**src/rtl/cdb_arbiter.sv**
```systemverilog
// Writeback arbiter: five one-entry FU holding slots, granted round-robin one per
// cycle onto a registered common data bus feeding the ROB and reservation stations.
module cdb_arbiter #(
    parameter int NUM_FU = 5,
    parameter int XLEN   = 32,
    parameter int ROB_W  = 4
) (
    input  logic                    clk,
    input  logic                    reset,
    input  logic                    flush,
    input  logic [NUM_FU-1:0]       fu_valid,
    input  logic [NUM_FU*XLEN-1:0]  fu_result,
    input  logic [NUM_FU*ROB_W-1:0] fu_rob_entry,
    output logic [NUM_FU-1:0]       fu_ready,
    output logic                    cdb_valid,
    output logic [XLEN-1:0]         cdb_value,
    output logic [ROB_W-1:0]        cdb_rob_entry,
    output logic [2:0]              cdb_fu_id
);

    localparam int ID_W = 3;
    localparam int PW   = ID_W + 1;

    logic [NUM_FU-1:0] r_occ;
    logic [XLEN-1:0]   r_data [NUM_FU];
    logic [ROB_W-1:0]  r_tag  [NUM_FU];
    logic [ID_W-1:0]   r_rr_ptr;
    logic              r_cdb_valid;
    logic [XLEN-1:0]   r_cdb_value;
    logic [ROB_W-1:0]  r_cdb_rob_entry;
    logic [ID_W-1:0]   r_cdb_fu_id;

    logic              w_grant_vld;
    logic [ID_W-1:0]   w_grant_idx;
    logic [PW-1:0]     w_probe;
    logic [NUM_FU-1:0] w_grant;
    logic [NUM_FU-1:0] w_push;
    logic [ID_W-1:0]   w_rr_next;

    // Round-robin search over occupied slots starting at r_rr_ptr; fu_valid never participates.
    always_comb begin
        w_grant_vld = 1'b0;
        w_grant_idx = {ID_W{1'b0}};
        w_probe     = {PW{1'b0}};
        for (int k = 0; k < NUM_FU; k++) begin
            w_probe = {1'b0, r_rr_ptr} + PW'(k);
            if (w_probe >= PW'(NUM_FU)) begin
                w_probe = w_probe - PW'(NUM_FU);
            end else begin
                w_probe = w_probe;
            end
            if (!w_grant_vld && r_occ[w_probe[ID_W-1:0]]) begin
                w_grant_vld = 1'b1;
                w_grant_idx = w_probe[ID_W-1:0];
            end else begin
                w_grant_vld = w_grant_vld;
            end
        end
    end

    // One-hot grant vector and the pointer value that follows it.
    always_comb begin
        w_grant = {NUM_FU{1'b0}};
        if (w_grant_vld) begin
            w_grant[w_grant_idx] = 1'b1;
        end else begin
            w_grant = {NUM_FU{1'b0}};
        end
        if (w_grant_idx == ID_W'(NUM_FU - 1)) begin
            w_rr_next = {ID_W{1'b0}};
        end else begin
            w_rr_next = w_grant_idx + ID_W'(1);
        end
    end

    // A slot granted this cycle can be refilled on the same edge.
    assign fu_ready = ~r_occ | w_grant;
    assign w_push   = fu_valid & fu_ready;

    // Holding slots: load on push, release on grant, everything squashed on flush.
    always_ff @(posedge clk or negedge reset) begin
        if (!reset) begin
            r_occ <= {NUM_FU{1'b0}};
            for (int i = 0; i < NUM_FU; i++) begin
                r_data[i] <= {XLEN{1'b0}};
                r_tag[i]  <= {ROB_W{1'b0}};
            end
        end else if (flush) begin
            r_occ <= {NUM_FU{1'b0}};
        end else begin
            for (int i = 0; i < NUM_FU; i++) begin
                if (w_push[i]) begin
                    r_occ[i]  <= 1'b1;
                    r_data[i] <= fu_result[i*XLEN +: XLEN];
                    r_tag[i]  <= fu_rob_entry[i*ROB_W +: ROB_W];
                end else if (w_grant[i]) begin
                    r_occ[i] <= 1'b0;
                end
            end
        end
    end

    // Registered CDB and round-robin pointer.
    always_ff @(posedge clk or negedge reset) begin
        if (!reset) begin
            r_rr_ptr        <= {ID_W{1'b0}};
            r_cdb_valid     <= 1'b0;
            r_cdb_value     <= {XLEN{1'b0}};
            r_cdb_rob_entry <= {ROB_W{1'b0}};
            r_cdb_fu_id     <= {ID_W{1'b0}};
        end else if (flush) begin
            r_rr_ptr    <= {ID_W{1'b0}};
            r_cdb_valid <= 1'b0;
        end else if (w_grant_vld) begin
            r_rr_ptr        <= w_rr_next;
            r_cdb_valid     <= 1'b1;
            r_cdb_value     <= r_data[w_grant_idx];
            r_cdb_rob_entry <= r_tag[w_grant_idx];
            r_cdb_fu_id     <= w_grant_idx;
        end else begin
            r_cdb_valid <= 1'b0;
        end
    end

    assign cdb_valid     = r_cdb_valid;
    assign cdb_value     = r_cdb_value;
    assign cdb_rob_entry = r_cdb_rob_entry;
    assign cdb_fu_id     = r_cdb_fu_id;

endmodule

```
**config.mk**
```make
export PLATFORM = sky130hd
export DESIGN_NAME = cdb_arbiter
export DESIGN_NICKNAME = d
export VERILOG_FILES = /design/src/rtl/cdb_arbiter.sv
export SDC_FILE = /design/constraint.sdc
export NUM_CORES = 1
export LEC_CHECK = 0
export ABC_CLOCK_PERIOD_IN_PS = 5550
export CAP_MARGIN = 20
export CORE_MARGIN = 5
export CORE_UTILIZATION = 39
export DETAILED_ROUTE_END_ITERATION = 16
export GPL_TIMING_DRIVEN = 0
export SLEW_MARGIN = 20
export SYNTH_ARGS = -nofsm -noshare
export SYNTH_HDL_FRONTEND = slang
export SYNTH_SLANG_ARGS = --single-unit
```
**constraint.sdc**
```tcl
create_clock -name clk -period 5.55 [get_ports clk]
set_clock_uncertainty 0.05 [all_clocks]
set_input_delay 0.8325 -clock clk [delete_from_list [all_inputs] [get_ports clk]]
set_output_delay 0.8325 -clock clk [all_outputs]
set_load 0.01 [all_outputs]
```
==> summary.log, run 1 <==
[sta] final setup violation count 0
[clocking] clock latency reported for the late side of the worst-skew pair 0.55 ns
[routing] DR pass1 iterations 5
[sta] Worst-Margin Slew 0.8613 ns
[run_status] status finished, final reports clean
[yosys] most popular library cell in the synthesized design by count dfrtp_1
[setup_path] endpoint kind of the worst setup timing path output port
[clocking] CTS HTree Levels 1
[sta] shortest period the worst path allows 5.458 ns
[cells_and_area] fraction of layout cells with a size suffix above 1 24.16%
[cells_and_area] total inserted antenna cells 2
[yosys] total of warnings raised by yosys 0
[routing] overall via count from detail_route 8300
[cells_and_area] Inverters 16
[clocking] maximum number of buffers from clock root to sink 3
[cells_and_area] share of the core filled with cells in the final layout 53.93%
[routing] average vias per placed instance 5.365
[flow_run] number of warning messages in the logs 31
[setup_path] critical path's largest stage delay 0.60 ns
[yosys] netlist area before placement 10930 um2
[yosys] post-synthesis sequential area ratio 52.22%
[clocking] hold bufs inserted after CTS 0
[sta] relative slew slack 42.58%
[grt] antenna violations before repair 5
[routing] detailed-routed wire length on met2 16370 um
[clocking] number of CTS-inserted buffers 27
[yosys] Cell variety after synth 61
[yosys] share of synthesized cell area in and, or, nand and nor gates 6.802%
[floorplanning] core area 27710 um2
[cells_and_area] flip-flop count of the largest register, all copies and words added 160
[setup_path] Critical Path Start Type flop
[clocking] root buffer cell clkbuf_16
[floorplanning] number of rows in the core area 61
[routing] number of DRC violations after detailed routing 0
[yosys] Net Count, Synth 1066
[floorplanning] tap cell count 378
[cells_and_area] Layout Area Growth over Synthesis 36.73%
[setup_path] crit path from r_rr_ptr[0]
[clocking] clock sink count 228
[yosys] cell type with the largest total area after synthesis dfrtp_1
[grt] largest net degree at the start of global routing 93
[routing] met3 WL post-DR 2163 um
[grt] global-route wire length before repair 52340 um
[routing] WL met1 15350 um
[cells_and_area] most numerous logic cells after layout clkdlybuf4s50_1 (230), dfrtp_1 (226), mux2_2 (153)
[cells_and_area] count of non-CTS buffers in the layout 317
[cells_and_area] number of clock buffers in the layout 39
[power] leakage dissipation 6.123 nW
[yosys] and-or/or-and share of the synthesized area 11.30%
[yosys] synthesized netlist cell count 868
run 1: per-stage QoR:
stage               std cells  power [mW]
detailed placement       1480       8.524
CTS                      1537       10.51
global placement         1478       8.439
global route             1547       11.24
finish                   1547       10.57
floorplan                 868       6.495
run 1: power breakdown:
| group | leakage [nW] | total, mW | switching (mW) | internal [mW] |
|---|---|---|---|---|
| sequential | 2.70 | 2.90 | 0.413 | 2.49 |
| clock | 0.423 | 1.72 | 0.714 | 1.00 |
| combinational | 3.00 | 5.95 | 3.22 | 2.73 |
| total | 6.12 | 10.6 | 4.35 | 6.22 |
run 1: worst max-delay path: cells and delay by family, from the launching register on:
family,cells,cell delay (ns)
flip-flops,1,0.41
multiplexers,1,0.30
buffers and inverters,6,1.24
AND-OR/OR-AND,5,1.13
AND/OR/NAND/NOR,2,0.34
adder cells (fa/ha/maj),2,0.58
run 1: worst paths after layout:
check / slack, ns / cells past startpoint / endpoint
min in group clk: 0.43 / 1 / r_data[136]
setup reg to reg: 0.55 / 16 / r_data[10]
max in group asynchronous: 4.38 / 2 / r_rr_ptr[0]
hold reg to reg: 0.43 / 1 / r_data[136]
setup / recovery: 0.09 / 16 / fu_ready[1]
hold / removal: 0.18 / 1 / r_data[79]
run 1: per-layer routing:
metal / vias to the layer above / track usage, %
li1: 3791 / -
met1: 4211 / 29.55
met2: 230 / 35.23
met3: 62 / 5.028
met4: 6 / 6.026
met5: - / 0
run 1: kinds of logic (layout without fill, tap and decap cells):
| family | count (synthesis) | in the layout |
|---|---|---|
| muxes | 240 | 240 |
| DFF | 228 | 228 |
| AOI/OAI and AO/OA | 160 | 160 |
| and+or+nand+nor | 145 | 145 |
| buffers and inverters | 82 | 381 |
| adders and majority gates | 10 | 10 |
| xor gates and xnor gates | 3 | 3 |
| other | 0 | 2 |
Run 1, the metal 2 layer:
Cells faint in the background.
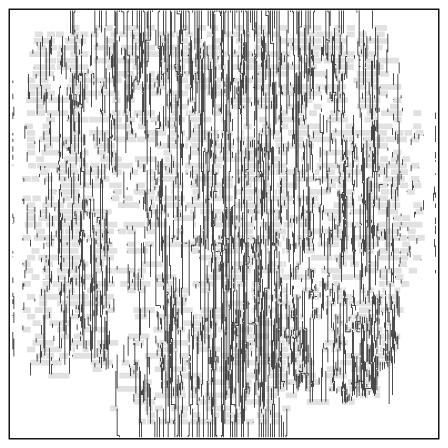
The layer carries 16400 um of wire. The wires run mostly vertical.

Run 1, gate families picked out:
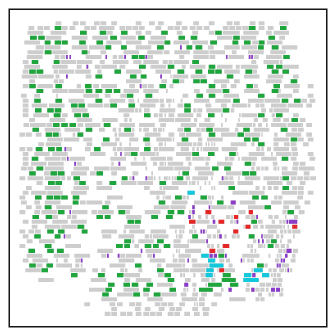
Key: fa/ha/maj cells = cyan [cells 10]; nand cells = purple [cells 63, where all over the die]; mux cells = green [cells 240, where all over the die]; non-inverting ao/oa cells = red [cells 11]
most frequent logic cell in the layout: clkdlybuf4s50_1
count of placed standard cells in the final layout, fillers left out: 1547
Comb area share: 33.16%

Run 1, routing congestion map:
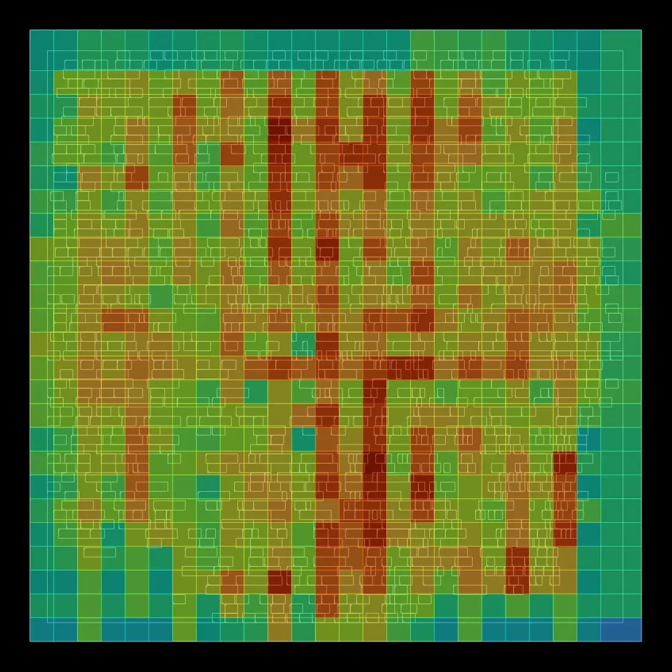
GRT met1 Usage: 29.55%
total global routing track utilization: 21.78%
met2 track demand over resource: 35.23%
met3 usage in global routing: 5.028%
final routed wire length divided by cell count: 22.62 um

Run 1, where the registers sit:
Other sequential cells in the stronger grey, the rest of the logic in the fainter grey.
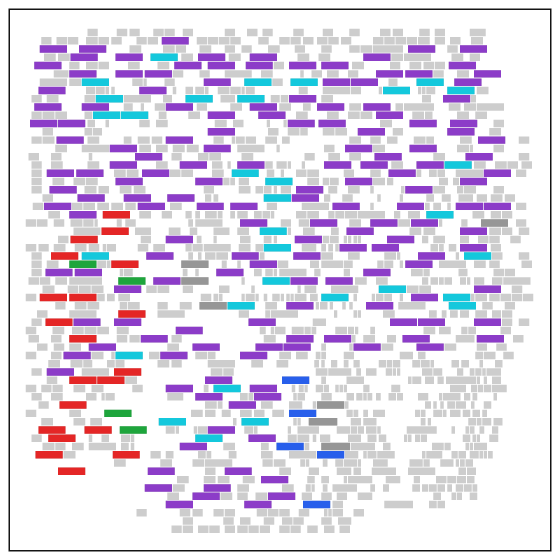

==> inputs of run 2 (changes only) <==
--- a/config.mk
+++ b/config.mk
@@ -8,9 +8,10 @@
 export ABC_CLOCK_PERIOD_IN_PS = 5550
 export CAP_MARGIN = 20
 export CORE_MARGIN = 5
-export CORE_UTILIZATION = 39
+export CORE_UTILIZATION = 45
 export DETAILED_ROUTE_END_ITERATION = 16
 export GPL_TIMING_DRIVEN = 0
+export PLACE_DENSITY = 0.72
 export SLEW_MARGIN = 20
 export SYNTH_ARGS = -nofsm -noshare
 export SYNTH_HDL_FRONTEND = slang
Run 2, where the registers sit:
Other sequential cells in the stronger grey, the rest of the logic in the fainter grey.
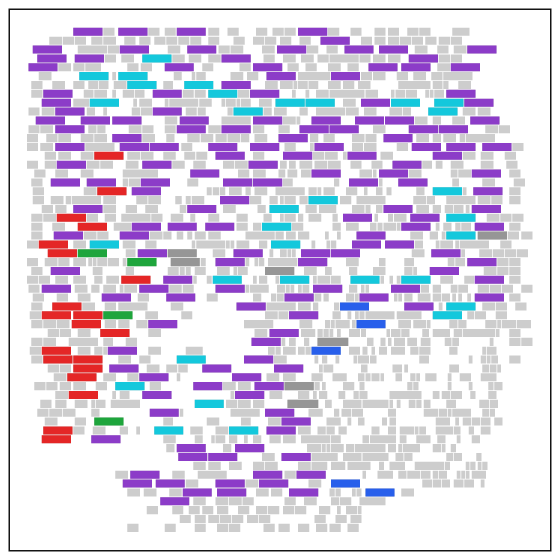
Key: r_data = purple [sequential cells 160, where all over the die]; r_tag = red [sequential cells 20]; r_occ = blue [sequential cells 5]; cdb_value = cyan [sequential cells 32]; cdb_rob_entry = green [sequential cells 4, where left middle]

Run 2, the metal 2 layer:
Cells faint in the background.
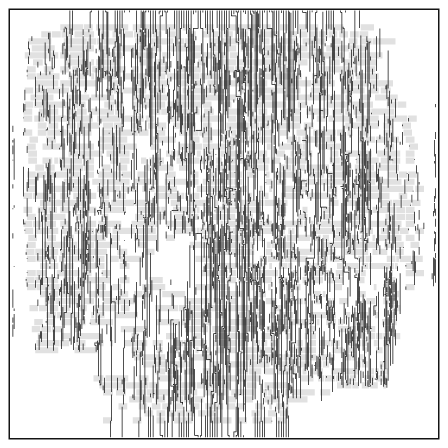
The wires run mostly vertical. The layer carries 16100 um of wire.

Run 2, gate families picked out:
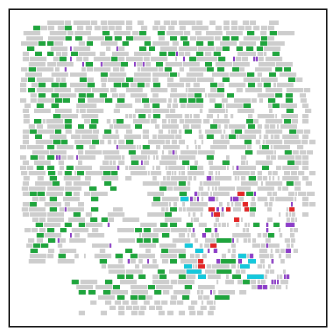
Key: non-inverting ao/oa cells = red [cells 11]; mux cells = green [cells 240, where all over the die]; nand cells = purple [cells 63, where all over the die]; fa/ha/maj cells = cyan [cells 10, where bottom middle]

==> run 2 against run 1 <==
Net effect:
- setup slack better by 0.066 ns
- final area down 0.48%
- synthesized cell count unchanged
- critical endpoint is now fu_ready[3]
- sequential share of layout area up 0.18 points
- clock-buffer cell count down 6
==> summary.log, run 2 <==
[grt] largest net degree at the start of global routing 88 [was 93]
[cells_and_area] flip-flop count of the largest register, all copies and words added 160 [unchanged]
[yosys] most popular library cell in the synthesized design by count dfrtp_1 [unchanged]
[cells_and_area] Inverters 16 [unchanged]
[cells_and_area] count of placed standard cells in the final layout, fillers left out 1493 [was 1547]
[yosys] netlist area before placement 10930 um2 [unchanged]
[grt] antenna violations before repair 7 [was 5]
[routing] WL met1 14030 um [was 15350 um]
[grt] total global routing track utilization 23.86% [was 21.78%]
[setup_path] Worst path top cell family by delay AND-OR/OR-AND gates [was buffers and inverters]
[yosys] synthesized netlist cell count 868 [unchanged]
[power] Int Pwr 6.168 mW [was 6.221 mW]
[sta] Worst-Margin Slew 0.8405 ns [was 0.8613 ns]
[yosys] area figure in the yosys stat output 10930 um2 [unchanged]
[yosys] Async S/R FF share, synth 100.0% [unchanged]
[routing] DR pass1 iterations 5 [unchanged]
[run_status] status finished, final reports clean [unchanged]
[yosys] Cell variety after synth 61 [unchanged]
[floorplanning] FP Util 45.33% [was 39.44%]
[yosys] Net Count, Synth 1066 [unchanged]
[cells_and_area] Comb area share 33.46% [was 33.16%]
[clocking] root buffer cell clkbuf_16 [unchanged]
[setup_path] Reg2Reg Capture Point r_data[5] [was r_data[10]]
[routing] detailed-routed wire length on met2 16070 um [was 16370 um]
[yosys] post-synthesis sequential area ratio 52.22% [unchanged]
[cells_and_area] total inserted antenna cells 5 [was 2]
[cells_and_area] count of non-CTS buffers in the layout 317 [unchanged]
[power] Seq power 2.93 mW [was 2.90 mW]
[place] Area after DPL 13720 um2 [was 13780 um2]
[power] power share of the clock group 15.9% [was 16.2%]
[setup_path] endpoint kind of the worst setup timing path output port [unchanged]
[cells_and_area] fraction of layout cells with a size suffix above 1 24.48% [was 24.16%]
[grt] met3 usage in global routing 5.903% [was 5.028%]
[yosys] ranking of synthesized cells by area dfrtp_1 (52%), mux2_2 (16%), mux2_1 (5.4%) [unchanged]
[power] Comb group 5.90 mW [was 5.95 mW]
[grt] GRT met1 Usage 31.29% [was 29.55%]
[routing] met3 WL post-DR 2582 um [was 2163 um]
[power] Final Power 10.51 mW [was 10.57 mW]
[clocking] clock-pin slew reported for the worst setup and hold paths after clock tree synthesis 0.06 ns [about the same]
[routing] number of DRC violations after detailed routing 0 [unchanged]
[power] total power per unit cell area 706.5 nW/um2 [was 707.4 nW/um2]
[power] power share of the sequential group 27.9% [was 27.5%]
[setup_path] Critical Path Start Type flop [unchanged]
[setup_path] crit path from r_rr_ptr[0] [unchanged]
[setup_path] reg-to-reg setup timing slack 0.51 ns [was 0.55 ns]
[setup_path] Stages on worst setup path 15 [was 16]
[setup_path] crit-path most repeated cell buf_4
[yosys] cell type with the largest total area after synthesis dfrtp_1 [unchanged]
[yosys] total of warnings raised by yosys 0 [unchanged]
[sta] final setup violation count 0 [unchanged]
[clocking] hold bufs inserted after CTS 0 [unchanged]
[cells_and_area] most frequent logic cell in the layout clkdlybuf4s50_1 [unchanged]
[power] Switching Fraction 41.29% [was 41.14%]
[setup_path] critical path's largest stage delay 0.61 ns [was 0.60 ns]
[clocking] clock sink count 228 [unchanged]
[clocking] maximum number of buffers from clock root to sink 3 [unchanged]
[power] reported clock group power 1.67 mW [was 1.72 mW]
[floorplanning] number of rows in the core area 57 [was 61]
[power] Main power group combinational logic [unchanged]
[routing] final routed wire length divided by cell count 22.72 um [was 22.62 um]
[place] Post-Place Cells 1426 [was 1480]
[power] leakage dissipation 6.105 nW [was 6.123 nW]
[clocking] clock latency reported for the late side of the worst-skew pair 0.53 ns [was 0.55 ns]
[setup_path] reg2reg path depth 18 [was 16]
[sta] relative slew slack 43.79% [was 42.58%]
[setup_path] Crit Path Class flop to output port [unchanged]
[floorplanning] tap cell count 324 [was 378]
[routing] average vias per placed instance 5.642 [was 5.365]
[power] Net Sw Power 4.338 mW [was 4.348 mW]
[setup_path] sum of buffers and inverters on the critical path 5 [was 6]
[clocking] number of CTS-inserted buffers 26 [was 27]
[routing] overall via count from detail_route 8423 [was 8300]
[cells_and_area] number of clock buffers in the layout 33 [was 39]
==> run 2: cell counts after synthesis <==
No cell type changed its count.
==> run 2: worst max-delay path by stage <==
stage,endpoint,slack (ns)
global placement,r_tag[6],-6.12
detailed placement,fu_ready[0],-0.61
floorplan,fu_ready[0],0.95
global route,fu_ready[2],0.0003
CTS,fu_ready[0],0.001
finish,fu_ready[3],0.16
==> run 2: worst reg2reg max path: stages, from the launching register on <==
cell and delay, ns:
dfrtp_2 0.43, clkbuf_8 0.18, clkinvlp_4 0.11, ha_1 0.14, inv_1 0.05, fa_2 0.38
a21oi_4 0.22, mux2i_2 0.31, a2bb2oi_4 0.25, buf_4 0.16, nand2b_4 0.05, buf_4 0.13
o221ai_1 0.24, nand4b_1 0.21, nand2_1 0.18, and3b_1 0.17, clkbuf_1 0.54, clkbuf_1 0.70
mux2_2 0.42
==> run 2: logic make-up after synthesis <==
kind of cell	count (synthesis)	share of synthesized area, %
and+or+nand+nor	145	6.802
adders and majority gates	10	1.214
muxes	240	24.68
xor gates and xnor gates	3	0.2405
AOI/OAI and AO/OA	160	11.30
DFF	228	52.22
buffers and inverters	82	3.550
==> run 2: through the flow <==
| stage | util (%) | setup TNS (ns) | setup slack (ns) |
|---|---|---|---|
| 2_1_floorplan | - | 0 | 0.9457 |
| 3_3_place_gp | 56.64 | -1439.47 | -6.123 |
| 3_5_place_dp | 56.92 | -29.11 | -0.6129 |
| 4_1_cts | 61.07 | 0 | 0.001338 |
| 5_1_grt | 61.68 | 0 | 0.0002687 |
| 6_report | 61.68 | 0 | 0.1582 |
==> run 2: what timing repair did <==
item / in CTS / in global routing
pin swaps: 6 / 7
resized: 26 / 13
buffers inserted: 7 / 10
endpoints found under the setup margin: 169 / 4
==> inputs of run 3 (changes only) <==
--- a/config.mk
+++ b/config.mk
@@ -6,7 +6,8 @@
 export NUM_CORES = 1
 export LEC_CHECK = 0
 export ABC_CLOCK_PERIOD_IN_PS = 5550
-export CAP_MARGIN = 20
+export CAP_MARGIN = 0
+export CORE_ASPECT_RATIO = 0.7
 export CORE_MARGIN = 5
 export CORE_UTILIZATION = 45
 export DETAILED_ROUTE_END_ITERATION = 16
Run 3, routing congestion map:
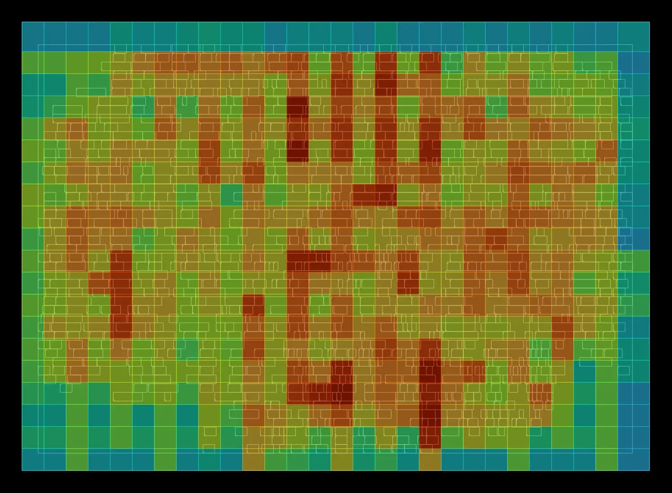
met3 usage in global routing: 7.705%
GRT met1 Usage: 37.47%

Run 3, gate families picked out:
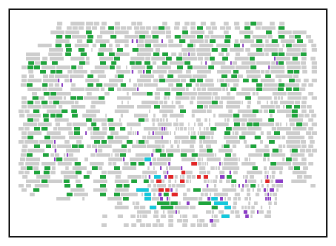
Key: mux cells = green [cells 240, where all over the die]; fa/ha/maj cells = cyan [cells 10, where bottom middle]; nand cells = purple [cells 63, where all over the die]; non-inverting ao/oa cells = red [cells 11, where bottom middle]

==> run 3 against run 2 <==
Net effect:
- the flow now finishes with violations (setup timing)
- final cell count is 1.1% lower
- final area fell by 0.17%
- utilization is 0.80 points higher
- critical path depth grew 2
- via count up 1.6%
- die area is 0.18% higher
- first-iteration DRC count rose by 31%
==> summary.log, run 3 <==
[routing] overall via count from detail_route 8555 [was 8423]
[yosys] Net Count, Synth 1066 [unchanged]
[clocking] number of CTS-inserted buffers 23 [was 26]
[clocking] quantity of gates resized following cts 30 [was 26]
[yosys] Async S/R FF share, synth 100.0% [unchanged]
[grt] global-route wire length before repair 53530 um [was 52130 um]
[setup_path] endpoint kind of the worst setup timing path output port [unchanged]
[clocking] post-CTS setup-driven buffer insertion count 11 [was 7]
[cells_and_area] flip-flop count of the largest register, all copies and words added 160 [unchanged]
[clocking] maximum number of buffers from clock root to sink 3 [unchanged]
[cells_and_area] most numerous logic cells after layout clkdlybuf4s50_1 (231), dfrtp_1 (226), mux2_2 (153) [was clkdlybuf4s50_1 (229), dfrtp_1 (226), mux2_2 (153)]
[power] Switching Fraction 40.72% [was 41.29%]
[setup_path] Crit Path Class flop to output port [unchanged]
[yosys] total of warnings raised by yosys 0 [unchanged]
[power] total power per unit cell area 715.3 nW/um2 [was 706.5 nW/um2]
[routing] detailed-routed wire length on met2 14840 um [was 16070 um]
[power] reported clock group power 1.83 mW [was 1.67 mW]
[run_status] status complete, but fails checks [was finished, final reports clean]
[routing] met3 WL post-DR 3450 um [was 2582 um]
[cells_and_area] most frequent logic cell in the layout clkdlybuf4s50_1 [unchanged]
[power] Main power group combinational logic [unchanged]
[grt] met2 track demand over resource 35.48% [was 39.01%]
[power] Int Pwr 6.295 mW [was 6.168 mW]
[clocking] clock-pin slew reported for the worst setup and hold paths after clock tree synthesis 0.07 ns [was 0.06 ns]
[setup_path] Critical Path Start Type flop [unchanged]
[sta] smallest setup slack after layout -0.04395 ns [was 0.1582 ns]
[yosys] Cell variety after synth 61 [unchanged]
[yosys] and-or/or-and share of the synthesized area 11.30% [unchanged]
[grt] antenna violations before repair 10 [was 7]
[clocking] root buffer cell clkbuf_16 [unchanged]
[clocking] clock sink count 228 [unchanged]
[yosys] area figure in the yosys stat output 10930 um2 [unchanged]
[power] power share of the sequential group 27.5% [was 27.9%]
[routing] WL met1 16120 um [was 14030 um]
[power] power share of the combinational group 55.2% [was 56.1%]
[clocking] CTS HTree Levels 1 [unchanged]
[power] leakage dissipation 6.094 nW [was 6.105 nW]
[yosys] synthesized netlist cell count 868 [unchanged]
[place] Post-Place Setup Slack -0.7190 ns [was -0.6129 ns]
[grt] gr busiest metal met1 [was met2]
[yosys] mux frac, synth 24.68% [unchanged]
[flow_run] number of warning messages in the logs 33 [was 31]
[yosys] share of synthesized cell area in and, or, nand and nor gates 6.802% [unchanged]
[place] Post-Place Cells 1420 [was 1426]
[clocking] clock latency reported for the late side of the worst-skew pair 0.51 ns [was 0.53 ns]
[grt] largest net degree at the start of global routing 83 [was 88]
[yosys] largest family of logic cells by area multiplexers [unchanged]
[run_status] violations in the final reports setup timing
[routing] number of DRC violations after detailed routing 0 [unchanged]
[floorplanning] FP Util 45.99% [was 45.33%]
[yosys] most popular library cell in the synthesized design by count dfrtp_1 [unchanged]
[grt] total global routing track utilization 25.03% [was 23.86%]
[sta] Worst-Margin Slew 0.8204 ns [was 0.8405 ns]
[routing] final routed wire length divided by cell count 23.97 um [was 22.72 um]
[cells_and_area] fraction of layout cells with a size suffix above 1 23.77% [was 24.48%]
[yosys] area fraction in xor and xnor cells 0.2405% [unchanged]
[sta] final setup violation count 1 [was 0]
[floorplanning] number of rows in the core area 47 [was 57]
[cells_and_area] count of placed standard cells in the final layout, fillers left out 1477 [was 1493]
[power] Net Sw Power 4.323 mW [was 4.338 mW]
[sta] shortest period the worst path allows 5.594 ns [was 5.392 ns]
Run 3, where the registers sit:
Other sequential cells in the stronger grey, the rest of the logic in the fainter grey.
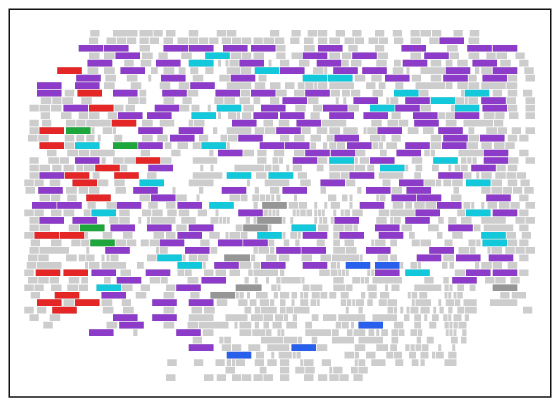
Key: r_occ = blue [sequential cells 5]; cdb_rob_entry = green [sequential cells 4, where left middle]; r_tag = red [sequential cells 20]; cdb_value = cyan [sequential cells 32]; r_data = purple [sequential cells 160]
Sequential cell area: 5708 um2
Seq area share: 38.45%
Seq power: 2.92 mW
share of the core filled with cells in the final layout: 62.48%

-- run 3: final timing paths --
| check | startpoint | to | slack [ns] | cells past startpoint |
|---|---|---|---|---|
| worst max-delay path | r_rr_ptr[0] | fu_ready[0] | -0.04 | 17 |
| max in group asynchronous | reset | r_tag[10] | 4.06 | 3 |
| worst min register to register | r_data[136] | r_data[136] | 0.43 | 1 |
| worst max register to register | r_rr_ptr[0] | r_data[88] | 0.43 | 19 |
| worst min-delay path | reset | cdb_valid | 0.21 | 1 |
| min in group clk | r_data[136] | r_data[136] | 0.43 | 1 |
-- run 3: cell type report --
cell class | count | area (um2) | share of cell area, %
sequential | 228 | 5708 | 38.45
clock inverter | 13 | 269.0 | 1.812
antenna | 2 | 5.005 | 0.03372
clock buffer | 29 | 618.1 | 4.164
buffer | 66 | 352.8 | 2.377
multi-input combinational | 558 | 4940 | 33.28
timing repair buffer | 247 | 2484 | 16.73
inverter | 16 | 70.07 | 0.4720
tap | 318 | 397.9 | 2.680
-- run 3: worst max-delay path: stages (launching register included) --
cell and delay, ns:
dfrtp_2 0.42, clkbuf_8 0.18, clkinvlp_4 0.15, ha_1 0.17, inv_1 0.05, fa_2 0.39
a21oi_4 0.21, mux2i_2 0.31, a2bb2oi_4 0.27, or2_2 0.16, a21oi_1 0.06, o31ai_2 0.32
and2_1 0.18, buf_4 0.16, inv_2 0.10, o41a_1 0.46, inv_1 0.07, clkdlybuf4s50_1 0.52
-- run 3: kinds of logic (layout without fill, tap and decap cells) --
| family | after synthesis | count (layout) |
|---|---|---|
| xor+xnor | 3 | 3 |
| mux | 240 | 240 |
| flops | 228 | 228 |
| buf+inv | 82 | 371 |
| fa+ha+maj | 10 | 10 |
| other cells | 0 | 2 |
| simple gates | 145 | 145 |
| compound gates | 160 | 160 |
Power and IR drop assume default switching activity.
